`src/rtl/kanade_mem_pkg.sv`:
```
// kanade_mem_pkg
//   Shared definitions for the main-RAM port A arbiter:
//   - master index constants (M_CPU, M_DMA)
//   - default address/data widths
//   - request bundle typedef {we, addr, wdata, be}
//   - saturating 4-bit increment used by the burst counter
package kanade_mem_pkg;

   localparam logic M_CPU = 1'b0;
   localparam logic M_DMA = 1'b1;

   localparam int ADDR_W_DEF = 30;
   localparam int DATA_W_DEF = 32;
   localparam int BE_W_DEF   = DATA_W_DEF / 8;

   typedef struct packed {
      logic                  we;
      logic [ADDR_W_DEF-1:0] addr;
      logic [DATA_W_DEF-1:0] wdata;
      logic [BE_W_DEF-1:0]   be;
   } mem_req_t;

   // Burst count never wraps: a long lone-requester run must still read as
   // "allowance exhausted" when the other master shows up.
   function automatic logic [3:0] sat_inc4(input logic [3:0] v);
      logic [3:0] r;
      if (v == 4'd15) begin
         r = 4'd15;
      end else begin
         r = v + 4'd1;
      end
      return r;
   endfunction

endpackage

```
`src/rtl/ram_port_arbiter_if.sv`:
```
// ram_port_arbiter_if
//   One bus master's connection to the RAM port arbiter.
//   master modport: drives req/we/addr/wdata/be, receives gnt/rvalid/rdata.
//   slave modport : the arbiter side.
//   gnt is combinational (access accepted at the edge where req && gnt);
//   rvalid is high for one cycle, one cycle after an accepted read.
interface ram_port_arbiter_if #(
   parameter int ADDR_W = 30,
   parameter int DATA_W = 32
) ();

   logic                  req;
   logic                  we;
   logic [ADDR_W-1:0]     addr;
   logic [DATA_W-1:0]     wdata;
   logic [DATA_W/8-1:0]   be;
   logic                  gnt;
   logic                  rvalid;
   logic [DATA_W-1:0]     rdata;

   modport master (
      output req, we, addr, wdata, be,
      input  gnt, rvalid, rdata
   );

   modport slave (
      input  req, we, addr, wdata, be,
      output gnt, rvalid, rdata
   );

endinterface

```
`src/rtl/ram_port_arbiter_rr_burst_picker.sv`:
```
// rr_burst_picker
//   Two-way round-robin pick with a bounded burst allowance.
//   Ports:
//     clk, rst_n : clock, synchronous active-low reset
//     req[1:0]   : request per master (index = master number)
//     gnt[1:0]   : one-hot-or-zero grant, combinational, forced 0 in reset
//   State: owner (last granted master), burst_cnt (consecutive owner grants).
module rr_burst_picker
   import kanade_mem_pkg::*;
#(
   parameter int BURST_MAX = 4
) (
   input  logic       clk,
   input  logic       rst_n,
   input  logic [1:0] req,
   output logic [1:0] gnt
);

   generate
      if (BURST_MAX < 1 || BURST_MAX > 15) begin : g_bad_burst_max
         $error("rr_burst_picker: BURST_MAX must be in 1..15");
      end
   endgenerate

   localparam logic [3:0] BURST_LIM = 4'(BURST_MAX);

   logic       owner_q, owner_d;
   logic [3:0] burst_cnt_q, burst_cnt_d;
   logic       pick;
   logic       any_gnt;

   // Winner selection and next owner/count.
   always_comb begin
      pick        = owner_q;
      owner_d     = owner_q;
      burst_cnt_d = burst_cnt_q;
      gnt         = 2'b00;

      case (req)
         2'b00:   pick = owner_q;
         2'b01:   pick = M_CPU;
         2'b10:   pick = M_DMA;
         // Contention: the owner keeps the port until its allowance runs out.
         2'b11:   pick = (burst_cnt_q < BURST_LIM) ? owner_q : ~owner_q;
         default: pick = owner_q;
      endcase

      any_gnt = (req != 2'b00) && rst_n;

      if (any_gnt) begin
         gnt = (pick == M_DMA) ? 2'b10 : 2'b01;
         if (pick == owner_q) begin
            burst_cnt_d = sat_inc4(burst_cnt_q);
         end else begin
            owner_d     = pick;
            burst_cnt_d = 4'd1;
         end
      end else begin
         gnt         = 2'b00;
         owner_d     = owner_q;
         burst_cnt_d = burst_cnt_q;
      end
   end

   // Owner and burst counter registers.
   always_ff @(posedge clk) begin
      if (!rst_n) begin
         owner_q     <= M_CPU;
         burst_cnt_q <= 4'd0;
      end else begin
         owner_q     <= owner_d;
         burst_cnt_q <= burst_cnt_d;
      end
   end

endmodule

```
`src/rtl/ram_port_arbiter.sv`:
```
// ram_port_arbiter
//   Shares RAM port A between M0 (CPU data) and M1 (boot loader/DMA),
//   one access per cycle, round-robin with a burst allowance.
//   Ports:
//     clk, rst_n   : clock, synchronous active-low reset
//     m0, m1       : master buses (ram_port_arbiter_if.slave)
//     ram_wren     : RAM write enable (0 when nothing is granted)
//     ram_address  : RAM word address (muxed from the granted master)
//     ram_data     : RAM write data
//     ram_byteena  : RAM byte enables
//     ram_q        : RAM read data, valid the cycle after the address edge
module ram_port_arbiter
   import kanade_mem_pkg::*;
#(
   parameter int ADDR_W    = ADDR_W_DEF,
   parameter int DATA_W    = DATA_W_DEF,
   parameter int BURST_MAX = 4
) (
   input  logic                clk,
   input  logic                rst_n,
   ram_port_arbiter_if.slave   m0,
   ram_port_arbiter_if.slave   m1,
   output logic                ram_wren,
   output logic [ADDR_W-1:0]   ram_address,
   output logic [DATA_W-1:0]   ram_data,
   output logic [DATA_W/8-1:0] ram_byteena,
   input  logic [DATA_W-1:0]   ram_q
);

   logic [1:0] req_s;
   logic [1:0] gnt_s;
   logic [1:0] rd_pend_q, rd_pend_d;

   assign req_s = {m1.req, m0.req};

   rr_burst_picker #(
      .BURST_MAX (BURST_MAX)
   ) u_picker (
      .clk   (clk),
      .rst_n (rst_n),
      .req   (req_s),
      .gnt   (gnt_s)
   );

   assign m0.gnt = gnt_s[0];
   assign m1.gnt = gnt_s[1];

   // RAM port mux; address/data/be are don't-care without a grant, so M0 is
   // the idle default and only wren needs qualifying.
   always_comb begin
      ram_address = m0.addr;
      ram_data    = m0.wdata;
      ram_byteena = m0.be;
      if (gnt_s[1]) begin
         ram_address = m1.addr;
         ram_data    = m1.wdata;
         ram_byteena = m1.be;
      end else begin
         ram_address = m0.addr;
         ram_data    = m0.wdata;
         ram_byteena = m0.be;
      end
      ram_wren = (gnt_s[0] & m0.we) | (gnt_s[1] & m1.we);
   end

   // Next read-pending flags: set for an accepted read only.
   always_comb begin
      rd_pend_d    = 2'b00;
      rd_pend_d[0] = gnt_s[0] & ~m0.we;
      rd_pend_d[1] = gnt_s[1] & ~m1.we;
   end

   // Read-pending registers.
   always_ff @(posedge clk) begin
      if (!rst_n) begin
         rd_pend_q <= 2'b00;
      end else begin
         rd_pend_q <= rd_pend_d;
      end
   end

   // Qualified by rst_n so a read accepted just before reset never returns.
   assign m0.rvalid = rd_pend_q[0] & rst_n;
   assign m1.rvalid = rd_pend_q[1] & rst_n;
   assign m0.rdata  = ram_q;
   assign m1.rdata  = ram_q;

endmodule

```
`src/flat_wrapper.sv`:
```
// flat-port wrapper written by rule: the top's interface ports become plain ports
module ram_port_arbiter_flat import kanade_mem_pkg::*;
#(
   parameter int ADDR_W    = ADDR_W_DEF,
   parameter int DATA_W    = DATA_W_DEF,
   parameter int BURST_MAX = 4
)
  (clk, rst_n, ram_wren, ram_address, ram_data, ram_byteena, ram_q, m0_req, m0_we, m0_addr, m0_wdata, m0_be, m0_gnt, m0_rvalid, m0_rdata, m1_req, m1_we, m1_addr, m1_wdata, m1_be, m1_gnt, m1_rvalid, m1_rdata);
  ram_port_arbiter_if #(.ADDR_W(ADDR_W), .DATA_W(DATA_W)) m0_i ();
  ram_port_arbiter_if #(.ADDR_W(ADDR_W), .DATA_W(DATA_W)) m1_i ();
  input  logic clk;
  input  logic rst_n;
  output logic ram_wren;
  output logic [ADDR_W-1:0] ram_address;
  output logic [DATA_W-1:0] ram_data;
  output logic [DATA_W/8-1:0] ram_byteena;
  input  logic [DATA_W-1:0] ram_q;
  input wire logic [$bits(m0_i.req)-1:0] m0_req;
  input wire logic [$bits(m0_i.we)-1:0] m0_we;
  input wire logic [$bits(m0_i.addr)-1:0] m0_addr;
  input wire logic [$bits(m0_i.wdata)-1:0] m0_wdata;
  input wire logic [$bits(m0_i.be)-1:0] m0_be;
  output wire logic [$bits(m0_i.gnt)-1:0] m0_gnt;
  output wire logic [$bits(m0_i.rvalid)-1:0] m0_rvalid;
  output wire logic [$bits(m0_i.rdata)-1:0] m0_rdata;
  input wire logic [$bits(m1_i.req)-1:0] m1_req;
  input wire logic [$bits(m1_i.we)-1:0] m1_we;
  input wire logic [$bits(m1_i.addr)-1:0] m1_addr;
  input wire logic [$bits(m1_i.wdata)-1:0] m1_wdata;
  input wire logic [$bits(m1_i.be)-1:0] m1_be;
  output wire logic [$bits(m1_i.gnt)-1:0] m1_gnt;
  output wire logic [$bits(m1_i.rvalid)-1:0] m1_rvalid;
  output wire logic [$bits(m1_i.rdata)-1:0] m1_rdata;
  assign m0_i.req = m0_req;
  assign m0_i.we = m0_we;
  assign m0_i.addr = m0_addr;
  assign m0_i.wdata = m0_wdata;
  assign m0_i.be = m0_be;
  assign m0_gnt = m0_i.gnt;
  assign m0_rvalid = m0_i.rvalid;
  assign m0_rdata = m0_i.rdata;
  assign m1_i.req = m1_req;
  assign m1_i.we = m1_we;
  assign m1_i.addr = m1_addr;
  assign m1_i.wdata = m1_wdata;
  assign m1_i.be = m1_be;
  assign m1_gnt = m1_i.gnt;
  assign m1_rvalid = m1_i.rvalid;
  assign m1_rdata = m1_i.rdata;
  ram_port_arbiter #(.ADDR_W(ADDR_W), .DATA_W(DATA_W), .BURST_MAX(BURST_MAX)) u_core (.clk(clk), .rst_n(rst_n), .m0(m0_i), .m1(m1_i), .ram_wren(ram_wren), .ram_address(ram_address), .ram_data(ram_data), .ram_byteena(ram_byteena), .ram_q(ram_q));
endmodule
```
`config.mk`:
```
export PLATFORM = sky130hd
export DESIGN_NAME = ram_port_arbiter_flat
export DESIGN_NICKNAME = d
export VERILOG_FILES = /design/src/rtl/kanade_mem_pkg.sv /design/src/rtl/ram_port_arbiter_if.sv /design/src/rtl/ram_port_arbiter_rr_burst_picker.sv /design/src/rtl/ram_port_arbiter.sv /design/src/flat_wrapper.sv
export SDC_FILE = /design/constraint.sdc
export NUM_CORES = 1
export LEC_CHECK = 0
export CAP_MARGIN = 5
export CORE_AREA = 8 8 111 113
export CTS_BUF_LIST = sky130_fd_sc_hd__clkbuf_8
export DETAILED_ROUTE_END_ITERATION = 12
export DIE_AREA = 0 0 119 121
export PLACE_DENSITY = 0.78
export SYNTH_ARGS = -nofsm -noshare
export SYNTH_HDL_FRONTEND = slang
export SYNTH_SLANG_ARGS = --single-unit
```
`constraint.sdc`:
```
create_clock -name clk -period 5 [get_ports clk]
set_clock_uncertainty 0.05 [all_clocks]
set_input_delay 0.75 -clock clk [delete_from_list [all_inputs] [get_ports clk]]
set_output_delay 0.75 -clock clk [all_outputs]
set_load 0.02 [all_outputs]
```
**Run 1: routed metal per tile**

24 x 24 tiles, from white (low) to dark blue (high), scaled to the fullest tile. Values are wire area over tile area, all layers added.
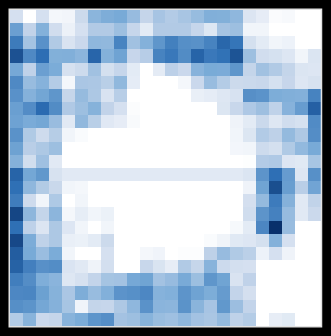
The mean over all tiles is 0.11. 28% of the tiles are nearly empty. The emptiest ninth of the die: centre. 17% of the tiles are over half the peak. The fullest tile reaches 0.44.

**Run 1: metal layers overlaid**

The bar under the picture is 20 um long. Two of the layers only.
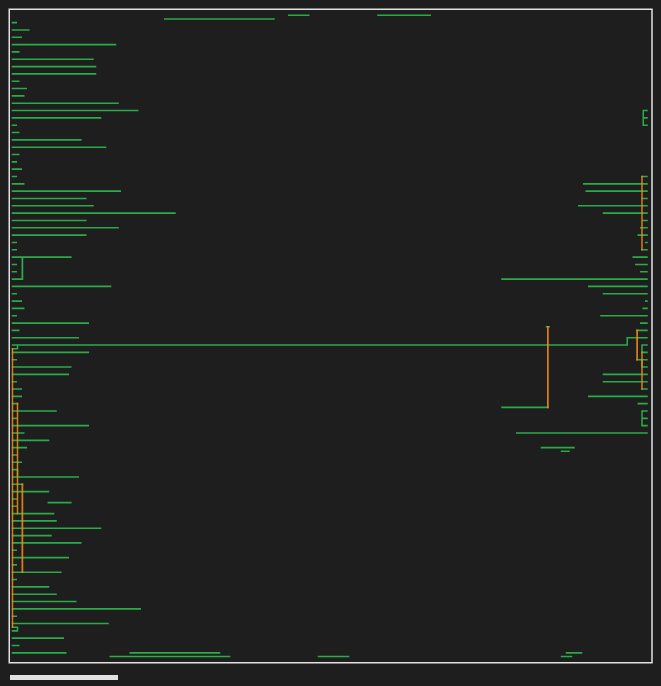
Orange marks metal 4, wire length 129 um. Green marks metal 3, wire length 1,040 um.
gr usage total: 12.5%
routed vias: 1,831
DRT Wirelength: 9.81 mm
DR WL/cell: 21.2 um

==> Slide: Implementation Results, run 1 <==
Synthesis and Place & Route Summary

Status
  • Status: finished, final reports clean

Drt
  • Wire length on met2: slightly above 5 mm
  • Wl on met1: about 3.5 mm

Placement
  • DP HPWL: approximately 8.7 mm
  • Placed Area: 3410 um^2

Cells and area
  • Count of flip-flops and latches: 7
  • Most common logic cells in the final layout: clkdlybuf4s50_1 (208), mux2_2 (67), dfxtp_1 (7), a21oi_1 (6), nand2_1 (4)
  • Final Cell Area: 3450 um^2
  • Non-clock buffering overhead: 60.7%
  • Top cell excl fill/tap: clkdlybuf4s50_1
  • Storage element area: 140 um^2

Pwr
  • Comb power: 0.333 mW

Die
  • FP Util: 15.7%

GRT
  • Met3 GRT Util: 5.77%
  • Largest net degree at the start of global routing: approximately 41

Logic synthesis
  • Yosys warns: 0
  • Cell Area, Synth: between 1500 and 2000 um^2
  • Area fraction in mux cells: 45.8%

Critical path
  • Levels on crit path: 6
  • Crit path launch: m0_req
  • Cell family contributing the most delay on the critical path: buffers and inverters
  • R2R depth: 5
  • CP Class: in2out
  • Data required, critical path: 4.20 ns

Clock tree
  • Hold_buf cts: 0
  • Post-cts sizing count: 0

Worst hold path
  • Hold depth: 2

Final timing
  • Period utilisation layout: between 70% and 80%
**Run 1: M1 wires**

The bar under the picture is 20 um long. Cells faint in the background.
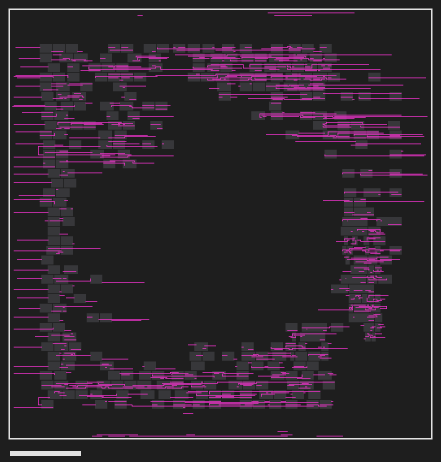
The layer carries 3,510 um of wire. The longest straight run is 51.3 um. 418 nets have wire on it. The layer holds 36% of the routed length.
met1 global-route usage: 12.8%

==> run 1 -> run 2 <==
--- a/config.mk
+++ b/config.mk
@@ -6,11 +6,11 @@
 export NUM_CORES = 1
 export LEC_CHECK = 0
 export CAP_MARGIN = 5
-export CORE_AREA = 8 8 111 113
+export CORE_AREA = 8 8 112 114
 export CTS_BUF_LIST = sky130_fd_sc_hd__clkbuf_8
 export DETAILED_ROUTE_END_ITERATION = 12
-export DIE_AREA = 0 0 119 121
-export PLACE_DENSITY = 0.78
+export DIE_AREA = 0 0 120 122
+export PLACE_DENSITY = 0.79
 export SYNTH_ARGS = -nofsm -noshare
 export SYNTH_HDL_FRONTEND = slang
 export SYNTH_SLANG_ARGS = --single-unit
==> constraint.sdc (replaced) <==
create_clock -name clk -period 3.4 [get_ports clk]
set_clock_uncertainty 0.05 [all_clocks]
set_input_delay 0.51 -clock clk [delete_from_list [all_inputs] [get_ports clk]]
set_output_delay 0.51 -clock clk [all_outputs]
set_load 0.02 [all_outputs]
**Run 2: routed metal per tile**

24 x 24 tiles, from white (low) to dark blue (high), scaled to the fullest tile. Values are wire area over tile area, all layers added.
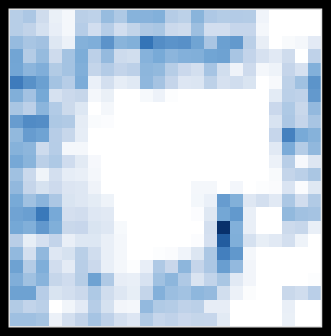
7.6% of the tiles are over half the peak. 31% of the tiles are nearly empty. The mean over all tiles is 0.11. The emptiest ninth of the die: centre.

**Run 2: a small window of the routed layout**

The bar under the picture is 5 um long. Window x 80 to 100, y 82 to 102 um. Cells in grey, sequential cells in the stronger grey; small squares are vias.
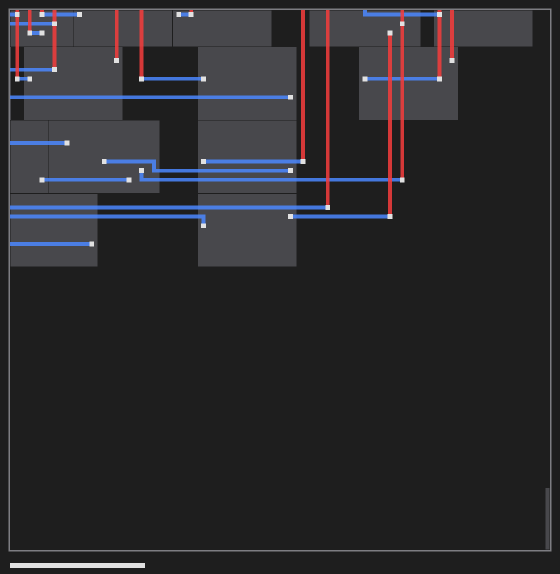
Blue marks metal 1. Red marks metal 2.
Sequential cells in the window: 0. Most frequent: clkdlybuf4s50_1 (6), mux2_2 (1). 7 logic cells have their middle in the window.

==> Slide: Implementation Results, run 2 <==
Synthesis and Place & Route Summary

Status
  • Status: finished, final reports clean

Clock tree
  • Post-cts sizing count: 0 (unchanged)
  • Hold_buf cts: 0 (unchanged)

Placement
  • DP HPWL: 8.80 mm (+0.56%)
  • IO Port Bufs: 208
  • Placement Setup Slack: 0.254 ns
  • Placed Area: 3450 um^2 (+1.2%)

Critical path
  • CP Class: in2out
  • Crit path launch: m0_req
  • R2r startpoint: u_core.u_picker.burst_cnt_q[2]
  • Crit-path most repeated cell: clkdlybuf4s50_1
  • Data required, critical path: 2.84 ns (-1.36 ns)
  • R2R depth: 5 (unchanged)
  • Levels on crit path: 6 (unchanged)

Drt
  • DRT Wirelength: 9.77 mm (-0.49%)
  • Routed vias: 1,857 (+1.4%)
  • DR WL/cell: 21.0 um (-0.92%)
  • Wire length on met2: 5.46 mm (+6.4%)
  • DRC errors left: 0
  • Wl on met1: 3.20 mm (-8.8%)

GRT
  • Largest net degree at the start of global routing: 40 (-2.4%)
  • Gr usage total: 12.4% (-0.13 points)
  • Met1 global-route usage: 11.6% (-1.2 points)
  • Met3 GRT Util: 5.60% (-0.17 points)

Logic synthesis
  • Seq/Total Area, Yosys: roughly 8.4%
  • XOR/XNOR Area Share: less than 1%
  • Area fraction in mux cells: 45.8% (unchanged)
  • Yosys warns: 0 (unchanged)
  • Cell Area, Synth: 1670 um^2 (unchanged)

Cells and area
  • Non-clock buffering overhead: 61.2% (+0.45 points)
  • Most common logic cells in the final layout: clkdlybuf4s50_1 (208), mux2_2 (67), dfxtp_1 (7), a21oi_1 (6), nand2_1 (4)
  • Final Cell Area: 3490 um^2 (+1.2%)
  • Count of flip-flops and latches: 7 (unchanged)
  • Top cell excl fill/tap: clkdlybuf4s50_1
  • Ant diodes: 0
  • Ratio of cells with drive above 1 in the final layout: ~25%

Worst hold path
  • Hold depth: 1 (-1)

Pwr
  • Seq power: 0.0905 mW
  • Comb power: 0.497 mW (+49%)

Die
  • FP Util: 15.6% (-0.14 points)
==> run 2 -> run 3 <==
--- a/config.mk
+++ b/config.mk
@@ -6,11 +6,11 @@
 export NUM_CORES = 1
 export LEC_CHECK = 0
 export CAP_MARGIN = 5
-export CORE_AREA = 8 8 112 114
+export CORE_AREA = 8 8 111 113
 export CTS_BUF_LIST = sky130_fd_sc_hd__clkbuf_8
 export DETAILED_ROUTE_END_ITERATION = 12
-export DIE_AREA = 0 0 120 122
-export PLACE_DENSITY = 0.79
+export DIE_AREA = 0 0 119 121
+export PLACE_DENSITY = 0.78
 export SYNTH_ARGS = -nofsm -noshare
 export SYNTH_HDL_FRONTEND = slang
 export SYNTH_SLANG_ARGS = --single-unit
==> constraint.sdc (replaced) <==
create_clock -name clk -period 4 [get_ports clk]
set_clock_uncertainty 0.05 [all_clocks]
set_input_delay 0.6 -clock clk [delete_from_list [all_inputs] [get_ports clk]]
set_output_delay 0.6 -clock clk [all_outputs]
set_load 0.02 [all_outputs]
**Run 3: sequential cells grouped by signal name**

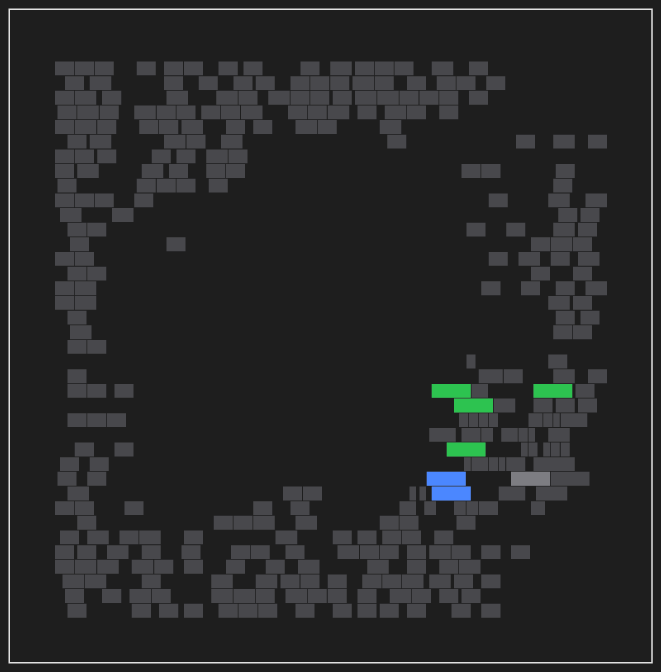
Blue marks u_core.rd_pend_q, flops 2. Green marks u_core.u_picker.burst_cnt_q, flops 4, where east.
Another 1 sequential cells are not coloured.
Seq power: 0.0770 mW
storage element area: 140 um^2

**Run 3: M1 wires**

The bar under the picture is 20 um long. Cells faint in the background.
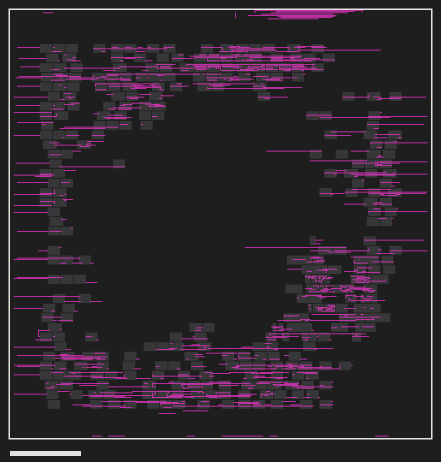
The layer carries 3,150 um of wire. The wires run mostly horizontal.
DRT Wirelength: 9.60 mm
met1 global-route usage: 11.1%
routed vias: 1,819

==> Slide: Implementation Results, run 3 <==
Synthesis and Place & Route Summary

Clock tree
  • Clock transition at the registers of the reported paths: 0.04 ns
  • Post-cts sizing count: 0 (unchanged)
  • Hold_buf cts: 0 (unchanged)

Critical path
  • R2r startpoint: u_core.u_picker.burst_cnt_q[2]
  • Crit path launch: m0_req
  • Crit-path max FO: 69
  • R2R depth: 5 (unchanged)
  • Levels on crit path: 6 (unchanged)
  • Crit-path most repeated cell: clkdlybuf4s50_1
  • CP Class: in2out

Cells and area
  • Most common logic cells in the final layout: clkdlybuf4s50_1 (208), mux2_2 (67), dfxtp_1 (7), a21oi_1 (6), nand2_1 (4)
  • Non-clock buffering overhead: 60.9% (-0.31 points)
  • Ratio of cells with drive above 1 in the final layout: 24.2% (-0.47 points)
  • Flop share of the area: 4.04%
  • Ant diodes: 0 (unchanged)
  • Top cell excl fill/tap: clkdlybuf4s50_1
  • CLK BUF: 3
  • Count of flip-flops and latches: 7 (unchanged)
  • Final Cell Area: 3460 um^2 (-0.79%)

Worst hold path
  • Hold depth: 1 (unchanged)

Drt
  • Drt first pass iters: 6
  • DRC errors left: 0 (unchanged)
  • Wire length on met2: 5.10 mm (-6.6%)
  • DR WL/cell: 20.8 um (-1.3%)
  • Wl on met1: 3.15 mm (-1.7%)

Job
  • # Max-Cap Violations: 0

GRT
  • Largest net degree at the start of global routing: 70 (+75%)
  • Met3 GRT Util: 7.17% (+1.6 points)
  • Gr usage total: 12.4% (-0.036 points)

Placement
  • Placement Setup Slack: 0.509 ns (+0.255 ns)
  • Placed Area: 3420 um^2 (-0.80%)
  • DP HPWL: 8.52 mm (-3.1%)

Logic synthesis
  • Cell Area, Synth: 1670 um^2 (unchanged)
  • XOR/XNOR Area Share: 0.975% (unchanged)
  • Area fraction in mux cells: 45.8% (unchanged)
  • Yosys cell count: 180
  • Seq/Total Area, Yosys: 8.40% (unchanged)

Pwr
  • Clock power frac: between 10% and 20%

Die
  • FP Util: 15.7% (+0.14 points)

Status
  • Status: finished, final reports clean
Power figures rest on the tool's default switching activity, not on a simulated workload.
